Design dual_rail_value_capture, sky130hd; sources not shown.
### Placed cells, one color a class

The bar under the picture is 10 um long.
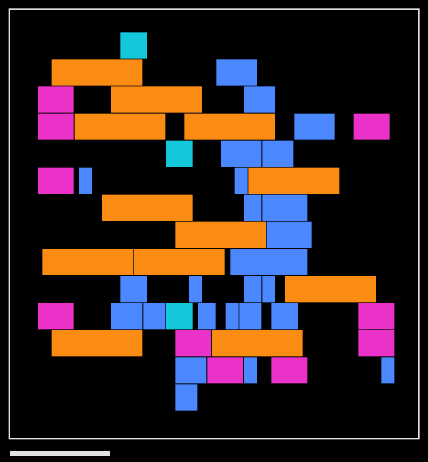
color	class	cells	share of their area
blue	remaining logic cells	25	31%
magenta	remaining buffers and delay cells	10	16%
orange	registers	12	49%
cyan	clock-net drivers	3	3.7%
share of the core filled with cells in the final layout: 45.75%
post-route cell area: 633.1 um^2
Seq area share: 47.43%
number of rows created at floorplan: 14
Core ar.: 0.001384 mm^2

### Clock distribution

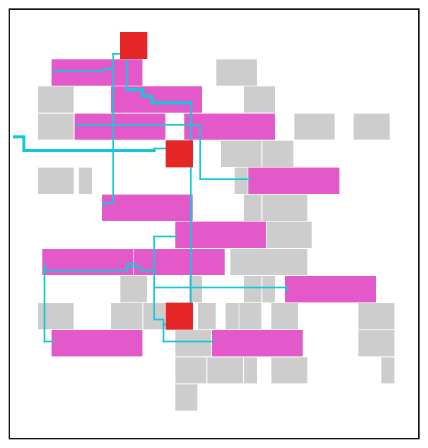
[red] clock-net drivers | count: 3
[magenta] flip-flops | count: 12
[cyan] clock wires | length: 156 um
routed clock nets	4
skew final: 0.006456 ns
power attributed to the clock group: 131 uW
Clk pwr share: 18.4%

==> flow_summary.yaml <==
# generated from flow reports
sta:
  timing_hold_violations_final: 0
  achievable_freq_mhz: 574.8
  final-max-slew-violation-count: 0
drt:
  detailedRoute.firstIterationViolations: 0
  met3RoutedLength_um: 43
  drt.antenna.violating_nets: 0
  dr.pass1.iters: 1
yosys:
  synthTopCellsByCount: "dfrtp_1 (12), mux2_2 (3), nor2_1 (3)"
  postSynthNetCount: 47
  top_area_share_pct: 59.41
  synth-seq-cells: 12
  seq_area_frac_synth_pct: 59.41
critical_path:
  cp_slowest_stage_delay_ns: 0.39
clock_network:
  cts_made_buffers: 3
  cts_tree: "yes"
  clkTransAtPathRegs_ns: 0.07
layout:
  drive_gt1_share_pct: 18.00
global_routing:
  grt_pass1_vias: 329
power_and_ir_drop:
  total_leakage_power_nw: 0.2786
run_status:
  status: "finished, final reports clean"
die:
  die_width_um: 41
  floorplan.die.height_um: 43
## logic make-up after synthesis
group	Yosys count	synth area share [%]
mux	3	6.683
fa+ha+maj	2	4.950
simple gates	8	10.64
compound gates	6	7.923
buf+inv	4	4.455
xor+xnor	3	5.199
other cells	1	0.7419
flops	12	59.41
## through the flow
step / hold slack [ns] / utilization, % / worst slack (ns) / cells
6_report: 0.2437 / 45.75 / 0.4602 / 66
5_1_grt: 0.2949 / 45.75 / 0.3850 / 66
4_1_cts: 0.2645 / 45.75 / 0.4534 / 66
3_5_place_dp: 0.3379 / 44.12 / 0.4816 / 63
3_3_place_gp: 0.3351 / 44.12 / 0.5456 / 63
2_1_floorplan: 0.08470 / - / 0.6033 / 39
## routing by layer
layer / up-vias / global-route usage (%)
met5: - / 0
met4: 0 / 8.000
met3: 0 / 4.712
met2: 11 / 17.50
met1: 144 / 16.04
li1: 148 / -
## worst max-delay path: cells and delay by family, from the launching register on
family | cells | cell delay (ns)
mux | 1 | 0.38
xor+xnor | 1 | 0.19
fa+ha+maj | 1 | 0.33
simple gates | 2 | 0.33
flops | 1 | 0.39
## report_power, final
group          total [mW]  internal (mW)  switching [mW]  leakage [nW]
sequential          0.325          0.280          0.0451         0.142
clock               0.131         0.0633          0.0680        0.0138
combinational       0.257          0.147           0.110         0.123
total               0.713          0.490           0.223         0.279
## cell usage in the layout, fill, tap and decap left out, types with 2 or more instances in the layout
cell type        Yosys  layout
dfrtp_1             12      12
clkdlybuf4s50_1      0      10
mux2_2               3       3
nor2_1               3       3
clkbuf_4             0       3
inv_1                2       2
a21oi_1              2       2
xor2_1               2       2
ha_1                 2       2
## final cells by class
type	instances	area (um^2)	area share (%)
Clock buffer	3	22.52	3.557
Multi-Input combinational cell	23	182.7	28.85
Timing Repair Buffer	10	100.1	15.81
Inverter	2	7.507	1.186
Sequential cell	12	300.3	47.43
Tap cell	16	20.02	3.162
No activity file was given, so power comes from the tool's default toggle rates.
